==> src/rtl/legv8_pkg.sv <==
// Shared LEGv8 fetch definitions: bus widths, HLT #0 encoding and the fetch FSM states.
package legv8_pkg;
  localparam int ADDR_W = 64;
  localparam int INST_W = 32;

  localparam logic [INST_W-1:0] HLT_INST = 32'hD440_0000;

  typedef enum logic [1:0] {
    IDLE = 2'd0,
    RUN  = 2'd1,
    HALT = 2'd2
  } fetch_state_t;
endpackage

==> src/rtl/if_stage_if.sv <==
// Fetch-stage bus: redirect and enable from the core, the instruction-memory port and the IF/ID outputs to decode.
interface if_stage_if;
  import legv8_pkg::*;

  logic              FETCH_EN;
  logic              BR_TAKEN;
  logic [ADDR_W-1:0] BR_TARGET;
  logic [ADDR_W-1:0] INST_ADDR;
  logic [INST_W-1:0] INSTRUCTION;
  logic              ID_READY;
  logic              IFID_VALID;
  logic [ADDR_W-1:0] IFID_PC;
  logic [INST_W-1:0] IFID_INST;
  logic              HALTED;
  logic              FAULT;
  logic [31:0]       FETCH_CNT;

  modport master (
    output FETCH_EN, BR_TAKEN, BR_TARGET, INSTRUCTION, ID_READY,
    input  INST_ADDR, IFID_VALID, IFID_PC, IFID_INST, HALTED, FAULT, FETCH_CNT
  );

  modport slave (
    input  FETCH_EN, BR_TAKEN, BR_TARGET, INSTRUCTION, ID_READY,
    output INST_ADDR, IFID_VALID, IFID_PC, IFID_INST, HALTED, FAULT, FETCH_CNT
  );
endinterface

==> src/rtl/ifid_reg.sv <==
// IF/ID holding register: flush beats load, an accepted entry drains, otherwise holds.
// One cycle from load to outputs; a held entry stays put while ready is low.
module ifid_reg
  import legv8_pkg::*;
(
  input  logic              clk,
  input  logic              rst_n,
  input  logic              flush,
  input  logic              load,
  input  logic              ready,
  input  logic [ADDR_W-1:0] new_pc,
  input  logic [INST_W-1:0] new_inst,
  output logic              valid,
  output logic [ADDR_W-1:0] pc,
  output logic [INST_W-1:0] inst
);

  always_ff @(posedge clk or negedge rst_n) begin
    if (!rst_n) begin
      valid <= 1'b0;
      pc    <= '0;
      inst  <= '0;
    end else if (flush) begin
      valid <= 1'b0;
    end else if (load) begin
      valid <= 1'b1;
      pc    <= new_pc;
      inst  <= new_inst;
    end else if (ready) begin
      valid <= 1'b0;
    end
  end

endmodule

==> src/rtl/if_stage.sv <==
// LEGv8 instruction fetch: owns the PC, drives the combinational instruction memory, fills IF/ID.
// Instruction reaches IF/ID one cycle after INST_ADDR; decode back-pressure holds both PC and IF/ID.
module if_stage
  import legv8_pkg::*;
#(
  parameter logic [ADDR_W-1:0] RESET_PC   = '0,
  parameter logic [INST_W-1:0] HALT_INST  = HLT_INST,
  parameter int                IMEM_BYTES = 32
) (
  input  logic      CLK,
  input  logic      RST_N,
  if_stage_if.slave bus
);

  localparam logic [ADDR_W-1:0] LAST_ADDR = 64'(IMEM_BYTES) - 64'd4;

  fetch_state_t      state;
  logic [ADDR_W-1:0] pc;
  logic              fault;
  logic [31:0]       fetch_cnt;

  logic slot_free;
  logic out_of_range;
  logic load;

  assign slot_free    = !bus.IFID_VALID || bus.ID_READY;
  assign out_of_range = pc > LAST_ADDR;
  assign load         = (state == RUN) && bus.FETCH_EN && !bus.BR_TAKEN
                        && !out_of_range && slot_free;

  // Redirect outranks everything; a misaligned target is a fault, not a silent truncation.
  always_ff @(posedge CLK or negedge RST_N) begin
    if (!RST_N) begin
      state     <= IDLE;
      pc        <= RESET_PC;
      fault     <= 1'b0;
      fetch_cnt <= '0;
    end else if (bus.BR_TAKEN) begin
      pc <= {bus.BR_TARGET[ADDR_W-1:2], 2'b00};
      if (bus.BR_TARGET[1:0] != 2'b00) begin
        fault <= 1'b1;
        state <= HALT;
      end else begin
        state <= bus.FETCH_EN ? RUN : IDLE;
      end
    end else begin
      case (state)
        IDLE: if (bus.FETCH_EN) state <= RUN;
        RUN: begin
          if (!bus.FETCH_EN) begin
            state <= IDLE;
          end else if (out_of_range) begin
            fault <= 1'b1;
            state <= HALT;
          end else if (load) begin
            pc <= pc + 64'd4;
            if (fetch_cnt != '1) fetch_cnt <= fetch_cnt + 32'd1;
            if (bus.INSTRUCTION == HALT_INST) state <= HALT;
          end
        end
        HALT:    state <= HALT;
        default: state <= IDLE;
      endcase
    end
  end

  ifid_reg u_ifid_reg (
    .clk      (CLK),
    .rst_n    (RST_N),
    .flush    (bus.BR_TAKEN),
    .load     (load),
    .ready    (bus.ID_READY),
    .new_pc   (pc),
    .new_inst (bus.INSTRUCTION),
    .valid    (bus.IFID_VALID),
    .pc       (bus.IFID_PC),
    .inst     (bus.IFID_INST)
  );

  assign bus.INST_ADDR = pc;
  assign bus.HALTED    = (state == HALT);
  assign bus.FAULT     = fault;
  assign bus.FETCH_CNT = fetch_cnt;

endmodule

==> src/flat_wrapper.sv <==
// flat-port wrapper written by rule: the top's interface ports become plain ports
module if_stage_flat import legv8_pkg::*;
#(
  parameter logic [ADDR_W-1:0] RESET_PC   = '0,
  parameter logic [INST_W-1:0] HALT_INST  = HLT_INST,
  parameter int                IMEM_BYTES = 32
)
  (CLK, RST_N, bus_FETCH_EN, bus_BR_TAKEN, bus_BR_TARGET, bus_INSTRUCTION, bus_ID_READY, bus_INST_ADDR, bus_IFID_VALID, bus_IFID_PC, bus_IFID_INST, bus_HALTED, bus_FAULT, bus_FETCH_CNT);
  if_stage_if bus_i ();
  input  logic CLK;
  input  logic RST_N;
  input wire logic [$bits(bus_i.FETCH_EN)-1:0] bus_FETCH_EN;
  input wire logic [$bits(bus_i.BR_TAKEN)-1:0] bus_BR_TAKEN;
  input wire logic [$bits(bus_i.BR_TARGET)-1:0] bus_BR_TARGET;
  input wire logic [$bits(bus_i.INSTRUCTION)-1:0] bus_INSTRUCTION;
  input wire logic [$bits(bus_i.ID_READY)-1:0] bus_ID_READY;
  output wire logic [$bits(bus_i.INST_ADDR)-1:0] bus_INST_ADDR;
  output wire logic [$bits(bus_i.IFID_VALID)-1:0] bus_IFID_VALID;
  output wire logic [$bits(bus_i.IFID_PC)-1:0] bus_IFID_PC;
  output wire logic [$bits(bus_i.IFID_INST)-1:0] bus_IFID_INST;
  output wire logic [$bits(bus_i.HALTED)-1:0] bus_HALTED;
  output wire logic [$bits(bus_i.FAULT)-1:0] bus_FAULT;
  output wire logic [$bits(bus_i.FETCH_CNT)-1:0] bus_FETCH_CNT;
  assign bus_i.FETCH_EN = bus_FETCH_EN;
  assign bus_i.BR_TAKEN = bus_BR_TAKEN;
  assign bus_i.BR_TARGET = bus_BR_TARGET;
  assign bus_i.INSTRUCTION = bus_INSTRUCTION;
  assign bus_i.ID_READY = bus_ID_READY;
  assign bus_INST_ADDR = bus_i.INST_ADDR;
  assign bus_IFID_VALID = bus_i.IFID_VALID;
  assign bus_IFID_PC = bus_i.IFID_PC;
  assign bus_IFID_INST = bus_i.IFID_INST;
  assign bus_HALTED = bus_i.HALTED;
  assign bus_FAULT = bus_i.FAULT;
  assign bus_FETCH_CNT = bus_i.FETCH_CNT;
  if_stage #(.RESET_PC(RESET_PC), .HALT_INST(HALT_INST), .IMEM_BYTES(IMEM_BYTES)) u_core (.CLK(CLK), .RST_N(RST_N), .bus(bus_i));
endmodule
==> config.mk <==
export PLATFORM = sky130hd
export DESIGN_NAME = if_stage_flat
export DESIGN_NICKNAME = d
export VERILOG_FILES = /design/src/rtl/legv8_pkg.sv /design/src/rtl/if_stage_if.sv /design/src/rtl/ifid_reg.sv /design/src/rtl/if_stage.sv /design/src/flat_wrapper.sv
export SDC_FILE = /design/constraint.sdc
export NUM_CORES = 1
export LEC_CHECK = 0
export CORE_MARGIN = 2
export CORE_UTILIZATION = 40
export DETAILED_ROUTE_END_ITERATION = 10
export PLACE_DENSITY = 0.77
export SYNTH_ARGS = -nofsm -noshare
export SYNTH_HDL_FRONTEND = slang
export SYNTH_SLANG_ARGS = --single-unit
export TNS_END_PERCENT = 5
==> constraint.sdc <==
create_clock -name CLK -period 2.2 [get_ports CLK]
set_clock_uncertainty 0.2 [all_clocks]
set_input_delay 0.22 -clock CLK [delete_from_list [all_inputs] [get_ports CLK]]
set_output_delay 0.22 -clock CLK [all_outputs]
set_load 0.05 [all_outputs]
==> impl_metrics.tcl, run 1 <==
# implementation run metrics
set metrics [dict create \
    status "finished, violations left" \
    violations "setup timing" \
    grt_pass1_wl_microns 32700 \
    dpl_cell_area_sq_um 11700 \
    lay_top_count "clkdlybuf4s50_1" \
    top_usage_layer "met2" \
    dpl.cell_count 1167 \
    critical-path-top-delay-family "simple AND/OR/NAND/NOR gates" \
    rows 50 \
    powerDensity_nw_per_um2 642 \
    comb_power_share 0.167 \
    pg_clk_w 0.00299 \
    routed_wl_microns 20800 \
    met3WireLength_microns 1490 \
    synth_top_cell_by_area "dfrtp_1" \
    dr_wl_met2_microns 10600 \
    cts-htree-levels 4 \
    grt_usage 0.210 \
    hold_violations 0 \
    ys_seq_frac 0.636 \
    clkCellAreaFrac 0.0456 \
    yosys-stat-area_sq_um 7560 \
    clock_buffers 17 \
    via_count 5833 \
    comb_area_sq_um 2840 \
    clk_pin_slew_ns 0.08 \
    finalWorstSetupSlack_ns -0.331 \
    r2r-end "u_core.bus.FETCH_CNT[6]" \
    dpl.hpwl_microns 15300 \
    grt_use_met2 0.356 \
    ys_warn_count 0 \
    vdd_drop_max_uv 521 \
    cp-start-kind "register" \
    xor_share 0.0359 \
    detail_route.drc_violations 0 \
    ctsResizeCount 19 \
    top_area_cell_class "flip-flops and latches" \
    finalSetupViolations 129 \
]
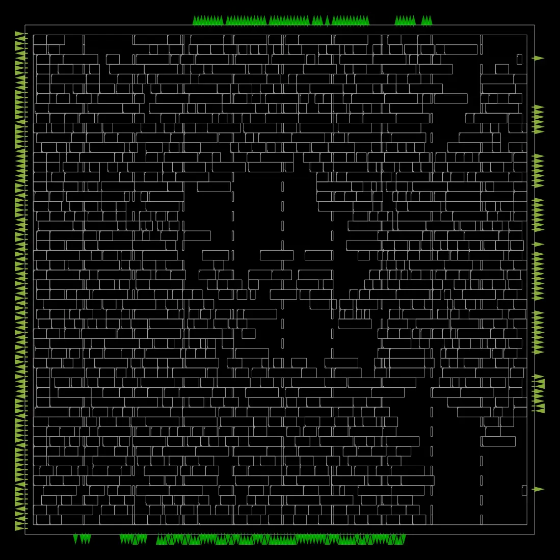
Figure 1: run 1, cell outlines without signal wires.
Finished Layout Cells: 1205
Tap Count: 234
tally of filler cells in the layout: 1366
flop share of the area: 0.387

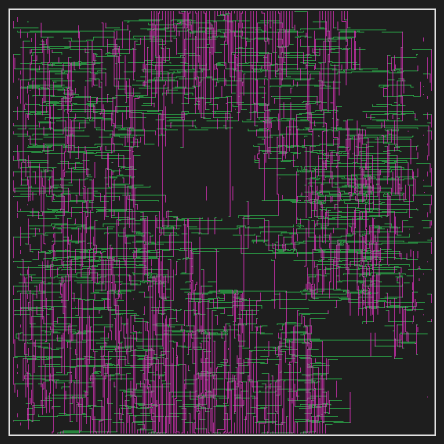
Figure 2: run 1, wiring by layer.
(3 px per micron) Two of the layers only.
layer	colour	wire length
M2	magenta	10600 microns
M1	green	8400 microns

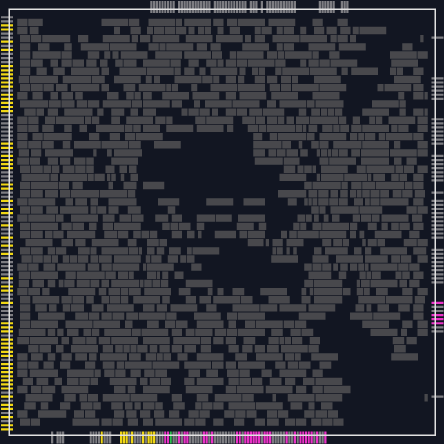
Figure 3: run 1, ports around the boundary.
(3 px per micron) Pins as bars across the die edge, other pins in grey.
port	colour	pins	direction	edge
bus_IFID_INST	magenta	32	output	28 bottom, 4 right
bus_BR_TARGET	yellow	64	input	55 left, 9 bottom
bus_ID_READY	green	1	input	bottom
all pins by edge	102 left, 87 bottom, 57 top, 50 right

Figure 4. Met2 routing (run 1).
(3 px per micron) Cells faint in the background.
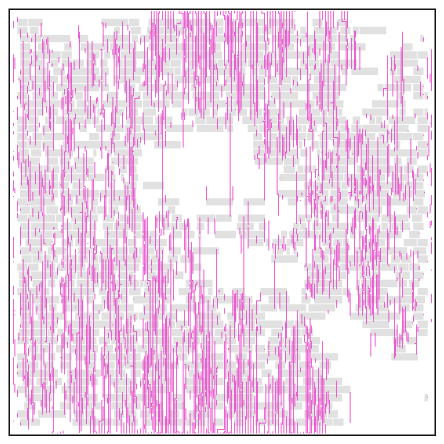

==> run 2, diff against run 1 <==
--- a/config.mk
+++ b/config.mk
@@ -5,10 +5,13 @@
 export SDC_FILE = /design/constraint.sdc
 export NUM_CORES = 1
 export LEC_CHECK = 0
+export ABC_AREA = 1
 export CORE_MARGIN = 2
 export CORE_UTILIZATION = 40
 export DETAILED_ROUTE_END_ITERATION = 10
-export PLACE_DENSITY = 0.77
+export GPL_TIMING_DRIVEN = 0
+export MAX_ROUTING_LAYER = met4
+export PLACE_DENSITY = 0.74
 export SYNTH_ARGS = -nofsm -noshare
 export SYNTH_HDL_FRONTEND = slang
 export SYNTH_SLANG_ARGS = --single-unit
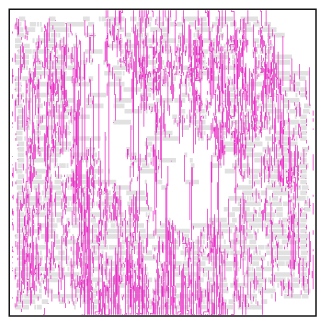
Figure 5: run 2, met2 routing.
(2 px per micron) Cells faint in the background.
nets with wire on the layer	1240
longest straight run	63.2 microns
main direction	vertical
share of all routed wire	48%
wire length on this layer	13100 microns

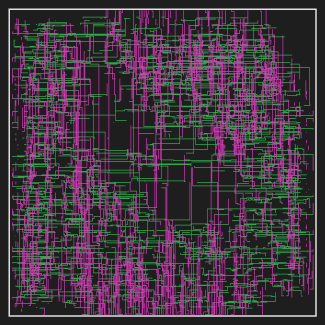
Figure 6: run 2, wiring by layer.
(2 px per micron) Two of the layers only.
layer	colour	wire length
M2	magenta	13100 microns
M1	green	11400 microns

==> impl_metrics.tcl, run 2 <==
# implementation run metrics
set metrics [dict create \
    synth_cell_types 32 \
    syn_inst 1096 \
    cp.depth 11 \
    worstMarginPinSlew_ns 0.697 \
    dpl.cell_count 1670 \
    xor_share 0.0208 \
    finalWorstSetupSlack_ns 0.00325 \
    met3WireLength_microns 1920 \
    critPathBufInv 2 \
    cts_tree "built" \
    grt_overflow 0 \
    comb_share 0.257 \
    comb_cell_power_w 0.00119 \
    cpPeakStageDelay_ns 0.46 \
    cts_sinks 192 \
    top_area_cell_class "flip-flops and latches" \
    critical-path-top-delay-family "simple AND/OR/NAND/NOR gates" \
    dpl_cell_area_sq_um 12100 \
    status "finished, final reports clean" \
    pg_clk_w 0.00312 \
    cts-htree-levels 4 \
    ys_warn_count 0 \
    powerDensity_nw_per_um2 615 \
    final_util 0.602 \
    switching_power_w 0.00243 \
    grt_use_met2 0.389 \
    top_usage_layer "met2" \
    yosys-stat-area_sq_um 8840 \
    finalSetupViolations 0 \
    cp_cell_sequence "ha_4 -> nand2_2 -> nor2_2 -> nor2_1 -> nand3_1 -> nor2_4 -> nand4_4 -> buf_12 -> clkbuf_16 -> o21bai_1 -> nand2_1" \
    clock_buffers 18 \
    final_cells 1714 \
    grt_pass1_vias 8238 \
    top_cells_by_count "349 x nand2_1, 192 x dfrtp_1, 154 x nor2_1" \
    synthTopCellsByArea "dfrtp_1 54%, nand2_1 15%, nor2_1 6.5%" \
    comb_area_sq_um 3370 \
    wl_met1_microns 11400 \
    r2r_slack_ns 0.003 \
    startpoint "u_core.bus.INST_ADDR[2]" \
    clk_pin_slew_ns 0.07 \
    finalMaxSlewViolations 0 \
    synth_top_cell_by_area "dfrtp_1" \
    p_total_w 0.00806 \
    cp-start-kind "register" \
    cp_slowest_cell "dfrtp_2" \
    dpl.hpwl_microns 20600 \
    post_drt_wl_per_cell_microns 15.8 \
    comb_power_share 0.148 \
    rows 54 \
    dr_wl_met2_microns 13100 \
    p_seq_w 0.00374 \
    async_flop_share 1.00 \
    grt_usage 0.239 \
    ctsResizeCount 16 \
    sh_seq_area 0.367 \
    p_leak_nw 6.59 \
    routed_wl_microns 27100 \
    ff_count 192 \
    ys_seq_frac 0.544 \
    nWellTaps 280 \
    vdd_drop_max_uv 431 \
    fp.dieH_microns 153 \
    cp-endpoint "u_core.bus.FETCH_CNT[22]" \
    lay_top_count "nand2_1" \
    detail_route.drc_violations 0 \
    r2r-end "u_core.bus.FETCH_CNT[22]" \
    via_count 8224 \
    drt_iter0_markers 367 \
    worstSkewPairLatency_ns 0.43 \
    clkCellAreaFrac 0.0452 \
    fillers 1966 \
    hold_violations 0 \
    grt_pass1_wl_microns 43100 \
]
